### Placed cells, one color a class, run 1

The bar under the picture is 20 µm long.
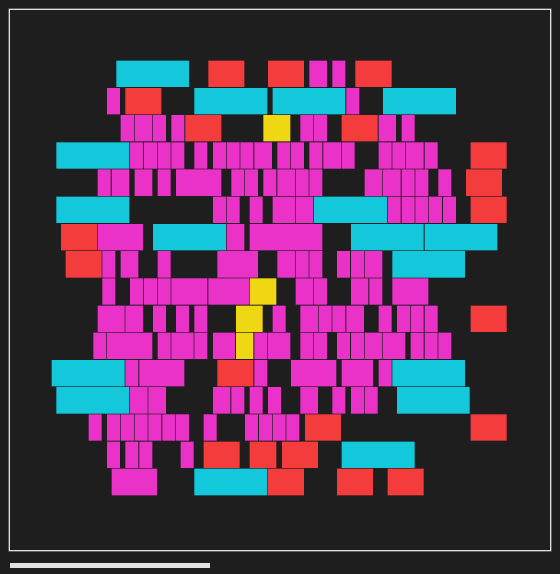
### Clock wiring as the flow saved it, run 1

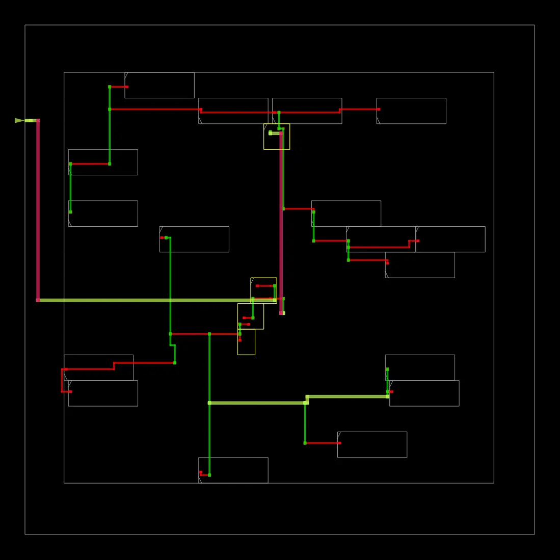
### PDN straps and rails, run 1

Pins as bars on the die edge. Tap cells in gray.
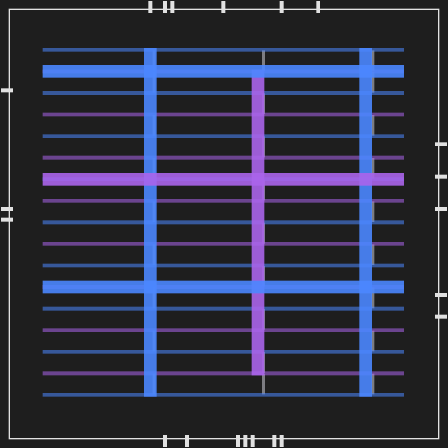
### Clock network drawn from the DEF, run 1

The bar under the picture is 20 µm long.
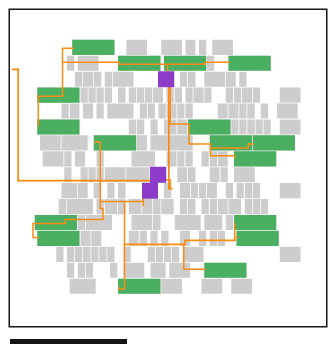
--- config.mk ---
export PLATFORM = sky130hd
export DESIGN_NAME = x_scan_ctrl
export DESIGN_NICKNAME = d
export VERILOG_FILES = /design/src/rtl/x_scan_ctrl.sv
export SDC_FILE = /design/constraint.sdc
export NUM_CORES = 1
export LEC_CHECK = 0
export ABC_AREA = 1
export CAP_MARGIN = 20
export CORE_MARGIN = 4
export CORE_UTILIZATION = 50
export DETAILED_ROUTE_END_ITERATION = 6
export PLACE_DENSITY = 0.78
export SYNTH_ARGS = -nofsm -noshare
export SYNTH_HDL_FRONTEND = slang
export SYNTH_SLANG_ARGS = --single-unit
export TNS_END_PERCENT = 1
--- constraint.sdc ---
create_clock -name clk -period 1.9 [get_ports clk]
set_input_delay 0.19 -clock clk [delete_from_list [all_inputs] [get_ports clk]]
set_output_delay 0.19 -clock clk [all_outputs]
set_load 0.02 [all_outputs]
--- src/rtl/x_scan_ctrl.sv ---
// x_scan_ctrl: sweeps an 8-bit scan value x from 0 up to 159 in STEP
// increments, using an external comparator (eq_in / grt_in) to detect the
// end of each sweep. PASSES complete sweeps make one scan. An overshoot
// past 159 aborts the scan and raises a sticky err flag.
//
// state | meaning
// ------+-------------------------------------------------------------
// IDLE  | waiting for start; err and wrap_cnt hold their last values
// RUN   | x advances by STEP each cycle, sweeps counted in wrap_cnt
// HOLD  | pause high; every register frozen
// DONE  | one cycle after the last sweep; done pulses, start re-arms
module x_scan_ctrl #(
    parameter int unsigned STEP   = 1,
    parameter int unsigned PASSES = 4
) (
    input  logic       clk,
    input  logic       rst_n,
    input  logic       start,
    input  logic       pause,
    input  logic       eq_in,
    input  logic       grt_in,
    output logic [7:0] x,
    output logic       busy,
    output logic       done,
    output logic [3:0] wrap_cnt,
    output logic       err
);

    typedef enum logic [1:0] {
        S_IDLE = 2'd0,
        S_RUN  = 2'd1,
        S_HOLD = 2'd2,
        S_DONE = 2'd3
    } state_t;

    localparam logic [7:0] STEP_W    = 8'(STEP);
    localparam logic [3:0] LAST_PASS = 4'(PASSES - 1);

    state_t state;

    // Scan FSM with all outputs registered alongside the state.
    always_ff @(posedge clk) begin
        if (!rst_n) begin
            state    <= S_IDLE;
            x        <= 8'd0;
            wrap_cnt <= 4'd0;
            err      <= 1'b0;
            done     <= 1'b0;
            busy     <= 1'b0;
        end else begin
            done <= 1'b0;
            case (state)
                S_IDLE: begin
                    if (start) begin
                        state    <= S_RUN;
                        x        <= 8'd0;
                        wrap_cnt <= 4'd0;
                        err      <= 1'b0;
                        busy     <= 1'b1;
                    end
                end
                S_RUN: begin
                    // pause outranks the comparator, overshoot outranks end-of-sweep
                    if (pause) begin
                        state <= S_HOLD;
                    end else if (grt_in) begin
                        state <= S_IDLE;
                        err   <= 1'b1;
                        x     <= 8'd0;
                        busy  <= 1'b0;
                    end else if (eq_in) begin
                        x        <= 8'd0;
                        wrap_cnt <= 4'(wrap_cnt + 4'd1);
                        if (wrap_cnt == LAST_PASS) begin
                            state <= S_DONE;
                            done  <= 1'b1;
                            busy  <= 1'b0;
                        end
                    end else begin
                        x <= x + STEP_W;
                    end
                end
                S_HOLD: begin
                    if (!pause) begin
                        state <= S_RUN;
                    end
                end
                S_DONE: begin
                    // DONE lasts exactly one cycle, so done needs no extra clearing here
                    if (start) begin
                        state    <= S_RUN;
                        x        <= 8'd0;
                        wrap_cnt <= 4'd0;
                        err      <= 1'b0;
                        busy     <= 1'b1;
                    end else begin
                        state <= S_IDLE;
                    end
                end
                default: begin
                    state <= S_IDLE;
                    busy  <= 1'b0;
                end
            endcase
        end
    end

endmodule

==> out/qor.yml, run 1 <==
cells_and_area:
  flops: 17
  clkbuf_count: 3
  final_cell_mix: "nand2_1, nor2_1, inv_1"
  diodes: 0
  comb_share_pct: 46.5
  fin_nets: 199
  biggestCellCategory: "multi-input combinational cells"
  logic_area_um2: 604
  clock_cell_area_share_pct: 2.12
  design_area_um2: 1300
  postLayoutCoreUtil_pct: 65.6
  fillCellCount: 175
  layout_top_cell: "nand2_1"
  inv_count: 23
cts:
  hold_buffers: 0
  postCtsSetupRepairBufs: 0
  clockBufferDepth: 2
  cts_made_buffers: 3
routing:
  via_count: 1024
  drc_errors: 0
  top_layer_used: "met4"
  via_per_inst: 4.81
  drtPass1Iterations: 4
  dr_wl_met3_um: 79
synthesis:
  fp_nets: 176
  fa_ha_area_share_pct: 7.10
  ys_seq_share_pct: 32.2
  flop_cell: "dfxtp_1"
  yosysTopAreaCell: "dfxtp_1"
  ys_cells: 164
  synth_cells: 164
  logic_family: "simple AND/OR/NAND/NOR gates"
  ys_sh_simple_pct: 41.4
  synth_cell_types: 22
timing:
  period_minus_slack_ns: 1.74
  final_hold_viol_count: 0
  slew_headroom_pct: 81.0
  worst_slack_ns: 0.162
  setup_violations: 0
  slew_violations: 0
  holdWs_ns: 0.499
global_route:
  grt.met2_usage_pct: 29.8
  grt_max_degree: 16
  gr-usage-met3_pct: 3.05
  grtUsageMet1_pct: 22.7
critical_path:
  crit_type: "flop to flop"
  cp.depth: 7
  worst-r2r-setup-slack_ns: 0.16
  cp_num_buf_inv: 1
  r2r-end: "wrap_cnt[3]$_SDFFE_PN0P_"
  r2r_cells: 7
  cp_top_family: "simple AND/OR/NAND/NOR gates"
  end_kind: "flop"
power_and_ir_drop:
  switching_share_pct: 47.3
  p_leak_nw: 0.579
  power_leader: "combinational logic"
  p_comb_mw: 0.893
  p_per_area_nw_per_um2: 1220
floorplan:
  taps: 27
  fp-utilization_pct: 53.3
placement:
  placed_cell_area_um2: 1270
  post-dp-hpwl_mm: 1.76
worst_hold_path:
  whs_endpoint: "x[7]$_SDFFE_PN0P_"
  min_path_cells: 2
  holdCritStartpoint: "x[7]$_SDFFE_PN0P_"
flow_run:
  drv_cap: 0
run_status:
  status: "complete, no violations"
Notes on 'Placed cells, one color a class' above:
| color | class | cells |
|---|---|---|
| magenta | remaining logic cells | 144 |
| red | remaining buffers and delay cells | 21 |
| cyan | sequential cells | 17 |
| yellow | clock drivers and dummy loads | 4 |
sequential cell area share: 26.2%
core area: 1980 µm²
num rows: 16

Notes on 'Clock wiring as the flow saved it' above:
CTS sink cnt: 17
P_clk: 0.202 mW

Notes on 'PDN straps and rails' above:
| color | net |
|---|---|
| purple | VDD |
| blue | VSS |
signal pins: 21
met5 straps: 3
met4 straps: 3
met1 rails: 17
Die Y: 54.0 µm
Worst IR Drop VDD: 0.000910 V
Die X-Extent: 54.0 µm

Notes on 'Clock network drawn from the DEF' above:
[green] flip-flops | count: 17
[orange] clock wires | length: 249 µm
[purple] clock-net drivers | count: 3
routed clock nets: 4
Fin Clk Skew: 0.00551 ns
clock share of power: 12.8%

--- run 2 (diff from run 1) ---
--- a/config.mk
+++ b/config.mk
@@ -11,6 +11,7 @@
 export CORE_UTILIZATION = 50
 export DETAILED_ROUTE_END_ITERATION = 6
 export PLACE_DENSITY = 0.78
+export RECOVER_POWER = 100
 export SYNTH_ARGS = -nofsm -noshare
 export SYNTH_HDL_FRONTEND = slang
 export SYNTH_SLANG_ARGS = --single-unit
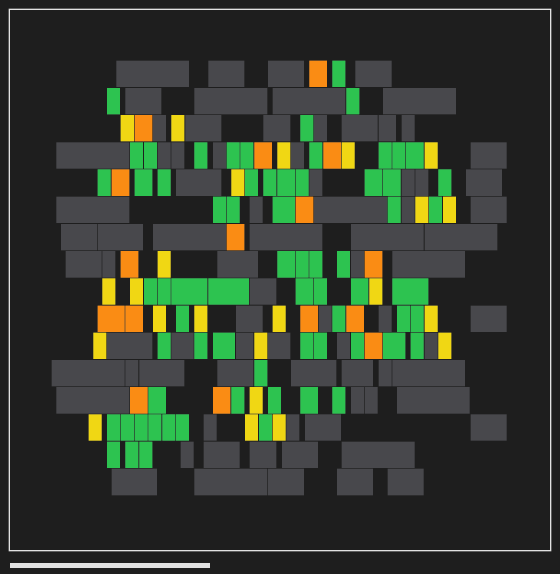
*Selected gate families, run 2*
The bar under the picture is 20 µm long.
| color | family | cells | most used |
|---|---|---|---|
| green | nand cells | 68 | nand2_1 |
| yellow | inv cells | 23 | inv_1 |
| orange | aoi and oai cells | 16 | a21oi_1 |
Top cell excl fill/tap: nand2_1
Comb area share: 46.5%
final std cells w/o fill: 213

==> run 2 against run 1 <==
Against the previous run: die area unchanged; power down 1.3%; combinational power down 2%; synthesized cell count unchanged; clock-buffer cell count unchanged; final cell count unchanged; sequential share of layout area unchanged; hold slack worse by 0.0028 ns; core utilization unchanged; via count about the same.
==> out/qor.yml, run 2 <==
run_status:
  status: "complete, no violations"
power_and_ir_drop:
  p_clk_share_pct: 12.9
  power_mw: 1.56
  p_per_area_nw_per_um2: 1200
  ir_drop_v: 0.000908
  switching_share_pct: 47.7
  p_leak_nw: 0.629
  power_leader: "combinational logic"
  clock_power_mw: 0.202
routing:
  drc_errors: 0
  dr_wl_met3_um: 66
  top_layer_used: "met4"
  via_count: 1025
  via_per_inst: 4.81
cts:
  clockBufferDepth: 2
  clockRootBuffer: "clkbuf_4"
  clock_sinks: 17
cells_and_area:
  fin_nets: 199
  biggestCellCategory: "multi-input combinational cells"
  logic_gates: 121
  design_area_um2: 1300
  inv_count: 23
  seq_area_share_pct: 26.2
  buffers: 21
  fillCellCount: 175
  diodes: 0
  logic_area_um2: 604
  postLayoutCoreUtil_pct: 65.6
  clock_cell_area_share_pct: 2.12
  final_cell_mix: "nand2_1, nor2_1, inv_1"
synthesis:
  synth_cell_types: 22
  fa_ha_area_share_pct: 7.10
  fp_nets: 176
  logic_family: "simple AND/OR/NAND/NOR gates"
  ys_seq_share_pct: 32.2
  ys_cells: 164
  synth_cells: 164
  ys_sh_simple_pct: 41.4
  flop_cell: "dfxtp_1"
global_route:
  grt.met2_usage_pct: 29.8
  grt_max_degree: 16
timing:
  rsz0062_at_grt: "no"
  final_hold_viol_count: 0
  period_minus_slack_ns: 1.74
  slew_headroom_pct: 81.0
  tightestPinTransition_ns: 0.282
  worst_slack_ns: 0.162
  holdWs_ns: 0.496
  setup_violations: 0
critical_path:
  cp_top_family: "simple AND/OR/NAND/NOR gates"
  cp.depth: 7
  r2r-end: "wrap_cnt[3]$_SDFFE_PN0P_"
  r2r_cells: 7
  crit_type: "flop to flop"
  worst-r2r-setup-slack_ns: 0.16
  cp_num_buf_inv: 1
floorplan:
  die_width_um: 54.0
  taps: 27
  core_um2: 1980
  num_rows: 16
  fp-utilization_pct: 53.3
  die_y_um: 54.0
placement:
  post-dp-hpwl_mm: 1.76
  placed_cell_area_um2: 1270
flow_run:
  warnings: 29
worst_hold_path:
  holdCritStartpoint: "x[7]$_SDFFE_PN0P_"
  whs_endpoint: "x[7]$_SDFFE_PN0P_"
  min_path_cells: 2
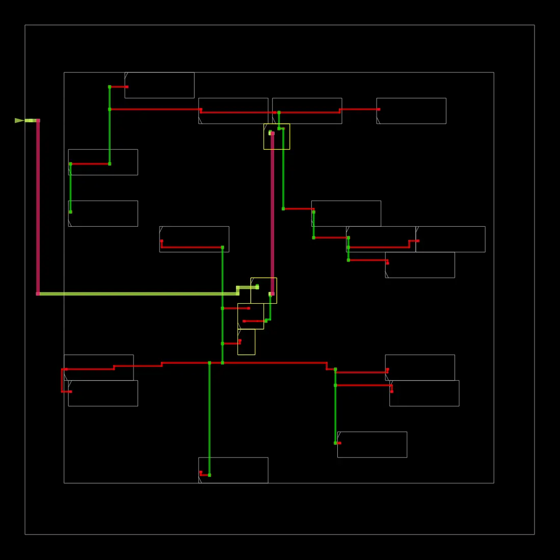
*Clock wiring as the flow saved it, run 2*
Fin Clk Skew: 0.00698 ns
clkbuf count: 3
clock buffer count from CTS: 3

Power figures rest on the tool's default switching activity, not on a simulated workload.
